wire_density.png
The die is cut into 9 by 9 equal tiles; dark purple is low, yellow is high, scaled to the fullest tile. Values are wire area over tile area, all layers added.
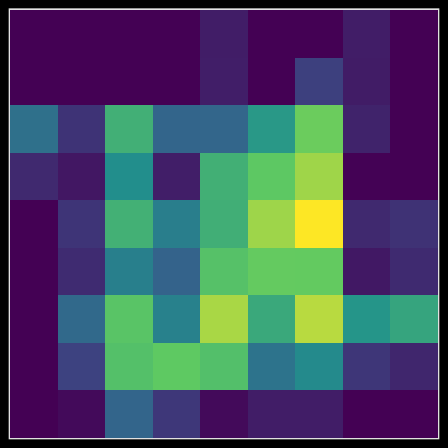
final_clocks.png
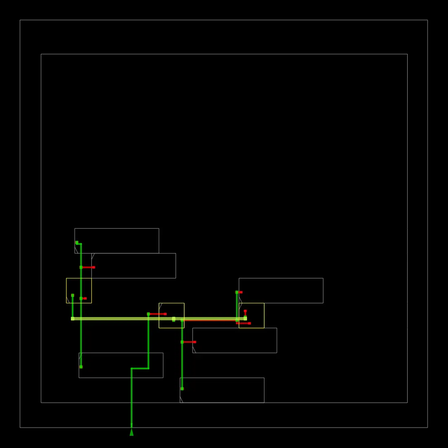
cell_classes.png
The bar under the picture is 10 microns long.
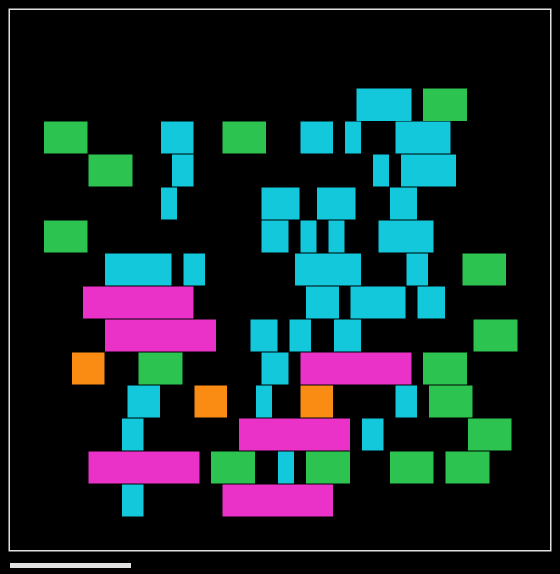
density.png
The bar under the picture is 10 microns long. The die is cut into 9 by 9 equal tiles; dark purple is low, yellow is high, 0 to 100% covered.
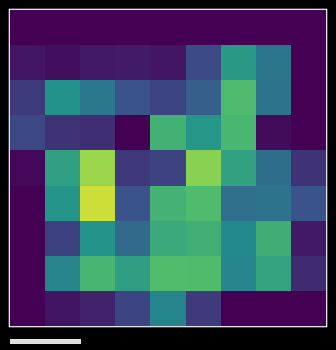
metal_stack.png
Two of the layers only.
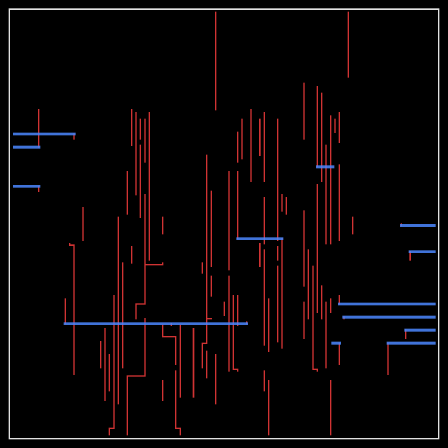
**config.mk**
```make
export PLATFORM = sky130hd
export DESIGN_NAME = param_counter
export DESIGN_NICKNAME = d
export VERILOG_FILES = /design/src/rtl/counter_pkg.sv /design/src/rtl/cnt_reg.sv /design/src/rtl/param_counter.sv
export SDC_FILE = /design/constraint.sdc
export NUM_CORES = 1
export LEC_CHECK = 0
export ABC_AREA = 0
export ABC_CLOCK_PERIOD_IN_PS = 2980
export CAP_MARGIN = 20
export CELL_PAD_IN_SITES_DETAIL_PLACEMENT = 1
export CELL_PAD_IN_SITES_GLOBAL_PLACEMENT = 2
export CORE_MARGIN = 2
export CORE_UTILIZATION = 24
export DETAILED_ROUTE_END_ITERATION = 6
export PLACE_DENSITY_LB_ADDON = 0.1
export SLEW_MARGIN = 30
export SYNTH_ARGS = -nofsm -noshare
export SYNTH_HDL_FRONTEND = slang
export SYNTH_SLANG_ARGS = --single-unit
```
**constraint.sdc**
```tcl
create_clock -name clk -period 2.98 [get_ports clk]
set_input_delay 0.298 -clock clk [delete_from_list [all_inputs] [get_ports clk]]
set_output_delay 0.298 -clock clk [all_outputs]
set_load 0.03 [all_outputs]
```
**src/rtl/counter_pkg.sv**
```systemverilog
// Shared definitions for the parametrised up/down counter.
package counter_pkg;

    localparam int unsigned MODE_WRAP = 0;
    localparam int unsigned MODE_SAT  = 1;

    localparam int unsigned FLAG_W = 3;

    typedef struct packed {
        logic wrap;
        logic ovf;
        logic unf;
    } cnt_flags_t;

endpackage

```
**src/rtl/cnt_reg.sv**
```systemverilog
// Generic-width state register with asynchronous active-low reset to zero.
module cnt_reg #(
    parameter int unsigned W = 1
) (
    input  logic         clk,
    input  logic         rst_n,
    input  logic [W-1:0] d_i,
    output logic [W-1:0] q_o
);

    always_ff @(posedge clk or negedge rst_n) begin
        if (!rst_n) begin
            q_o <= '0;
        end else begin
            q_o <= d_i;
        end
    end

endmodule

```
**src/rtl/param_counter.sv**
```systemverilog
// Modulo-N up/down counter with load, clear, wrap/saturate ends and sticky range-end flags.
module param_counter
    import counter_pkg::*;
#(
    parameter int unsigned      WIDTH    = 3,
    parameter longint unsigned  MODULUS  = 8,
    parameter int unsigned      SATURATE = MODE_WRAP
) (
    input  logic             clk,
    input  logic             rst,
    input  logic             clear,
    input  logic             load,
    input  logic [WIDTH-1:0] load_val,
    input  logic             en,
    input  logic             up_dn,
    output logic [WIDTH-1:0] count,
    output logic             tc,
    output logic             wrap,
    output logic             ovf,
    output logic             unf
);

    localparam logic [WIDTH-1:0] MAX_VAL   = WIDTH'(MODULUS - 64'd1);
    localparam bit               HOLD_ENDS = (SATURATE == MODE_SAT);

    logic [WIDTH-1:0] count_d;
    logic [WIDTH-1:0] count_q;
    cnt_flags_t       flags_d;
    cnt_flags_t       flags_q;
    logic             at_max;
    logic             at_min;
    logic             load_in_range;

    assign at_max        = (count_q == MAX_VAL);
    assign at_min        = (count_q == '0);
    assign load_in_range = (64'(load_val) < MODULUS);

    // Next state: clear > load > en; wrap is a pulse so it defaults low every cycle.
    always_comb begin
        count_d      = count_q;
        flags_d      = flags_q;
        flags_d.wrap = 1'b0;
        if (clear) begin
            count_d     = '0;
            flags_d.ovf = 1'b0;
            flags_d.unf = 1'b0;
        end else if (load) begin
            count_d = load_in_range ? load_val : MAX_VAL;
        end else if (en) begin
            if (up_dn) begin
                if (at_max) begin
                    count_d      = HOLD_ENDS ? count_q : '0;
                    flags_d.ovf  = 1'b1;
                    flags_d.wrap = 1'b1;
                end else begin
                    count_d = count_q + WIDTH'(1);
                end
            end else begin
                if (at_min) begin
                    count_d      = HOLD_ENDS ? count_q : MAX_VAL;
                    flags_d.unf  = 1'b1;
                    flags_d.wrap = 1'b1;
                end else begin
                    count_d = count_q - WIDTH'(1);
                end
            end
        end
    end

    cnt_reg #(.W(WIDTH)) u_count_reg (
        .clk   (clk),
        .rst_n (rst),
        .d_i   (count_d),
        .q_o   (count_q)
    );

    cnt_reg #(.W(FLAG_W)) u_flag_reg (
        .clk   (clk),
        .rst_n (rst),
        .d_i   (flags_d),
        .q_o   (flags_q)
    );

    assign tc    = en & ((up_dn & at_max) | (~up_dn & at_min));
    assign count = count_q;
    assign wrap  = flags_q.wrap;
    assign ovf   = flags_q.ovf;
    assign unf   = flags_q.unf;

endmodule

```
==> impl_metrics.env <==
# yosys + openroad results
export IMPL_hold_viol=0
export IMPL_yosys_top_cells_area="dfrtp_1, ha_1, a21oi_1"
export IMPL_startpoint="u_count_reg.q_o[0]"
export IMPL_ff_type="dfrtp_1"
export IMPL_hold_slack_ns=0.307
export IMPL_gp_congestion=0.809
export IMPL_yosys_area_sq_um=394
export IMPL_yosys_stat_seqShare_pct=38.1
export IMPL_fp_utilization_pct=25.9
export IMPL_met1_usage_pct=17.3
export IMPL_hold_path_class="in -> async"
export IMPL_drtIter0Drc=1
export IMPL_design_seq_count=6
export IMPL_topCombFamilyByArea="AND-OR/OR-AND gates"
export IMPL_setup_viol=0
export IMPL_r2r_start="u_count_reg.q_o[0]"
export IMPL_path_buffers=2
export IMPL_utilization_pct=38.5
export IMPL_simple_gate_share_pct=20.3
export IMPL_r2r_cells=5
export IMPL_fmax_mhz=410
export IMPL_crit_type="reg -> out"
export IMPL_placed_area_sq_um=564
export IMPL_timing_rr_end="u_count_reg.q_o[2]"
export IMPL_clkCellAreaFrac_pct=3.84
export IMPL_arrival_ns=2.14
export IMPL_crit_path_top_delay_cell="clkdlybuf4s50_1"
export IMPL_switchingPower_uw=66.9
export IMPL_outcome="complete, no violations"
export IMPL_switching_share_pct=29.1
export IMPL_use_met3_pct=5.71
export IMPL_dpl_worst_slack_ns=0.657
export IMPL_numSynthFlops=6
export IMPL_clk_path_buf_depth=2
export IMPL_via_per_inst=5.19
export IMPL_finalPower_uw=230
export IMPL_n_fill_cell=185
export IMPL_grt_total_usage_pct=13.6
export IMPL_post_dp_hpwl_microns=920
export IMPL_nets=73
export IMPL_common_cells="a21oi_1, dfrtp_1, ha_1, inv_1"
export IMPL_cts_tree="done"
export IMPL_num_vias=384
export IMPL_worstPathRequired_ns=2.68
export IMPL_cts_hold_buf=0
export IMPL_die_w_microns=44.5
export IMPL_synth_cell_types=19
export IMPL_top_regs="u_count_reg.q_o: 3 flops, u_flag_reg.q_o: 3 flops"
export IMPL_pwr_share_clk_pct=30.9
export IMPL_fin_cells=74
export IMPL_tool_warnings=28
export IMPL_largest_class="combinational gates"
export IMPL_most_common_layout_cells="clkdlybuf4s50_1, a21oi_1, dfrtp_1, inv_1, ha_1"
export IMPL_endpoint="tc"
export IMPL_drcViolationCount=0
export IMPL_logic_gate_count=30
export IMPL_r2r_slack_ns=1.35
export IMPL_dp_cells=71
export IMPL_drt_total_wl_microns=1110
export IMPL_end_kind="output pin"
export IMPL_io_buffers=15
export IMPL_fa_ha_area_share_pct=12.7
export IMPL_ys_cells=40
export IMPL_m1WireLength_microns=511
export IMPL_grt_pass1_vias=429
export IMPL_start_kind="flop"
export IMPL_yosys_warnings=0
export IMPL_slowest_delay_ns=0.67
export IMPL_crit_chain="inv_1, ha_1, nor3b_2, a21oi_1, nor2b_1, clkdlybuf4s50_1"
export IMPL_firstDrtPassIters=2
export IMPL_tap_cells=16
export IMPL_register_area_sq_um=150
export IMPL_grt_busiest_layer="met2"
export IMPL_mostFrequentLayoutCell="clkdlybuf4s50_1"
export IMPL_min_period_ns=2.44
export IMPL_mux_area_share_pct=0
export IMPL_p_seq_uw=91.4
export IMPL_grt_pass1_wl_microns=1930
export IMPL_root_buffer="clkbuf_4"
export IMPL_chipArea_sq_um=1980
export IMPL_finalMaxSlewViolations=0
export IMPL_rsz0062_at_grt="no"
export IMPL_wl_met2_microns=512
export IMPL_top_power_group="sequential cells"
export IMPL_inverters=4
export IMPL_highest_layer="met4"
export IMPL_syn_inst=40
export IMPL_drive_gt1_share_pct=10.3
export IMPL_seq_area_share_pct=25.6
export IMPL_ir_drop_v=0.000215
About wire_density.png:
nearly empty tiles	28%
fullest tile	0.31
tiles over half the peak	27%
densest ninth of the die	centre

About final_clocks.png:
clock distribution power: 71.1 uW
CTS Sinks: 6
total CTS buffers: 3
worst-skew pair later-pin latency: 0.24 ns
Worst Clk Skew: 0.00360 ns

About cell_classes.png:
colour	class	cells	share of their area
cyan	all other logic	34	43%
magenta	flip-flops	6	26%
green	other buffers and delay cells	15	26%
orange	cells driving clock nets	3	4.0%

About density.png:
tiles over 75% full	3.7%
emptiest ninth of the die	top centre
densest ninth of the die	bottom centre

About metal_stack.png:
colour	layer	wire length
red	met2	513 microns
blue	met3	69.9 microns

Power figures rest on the tool's default switching activity, not on a simulated workload.
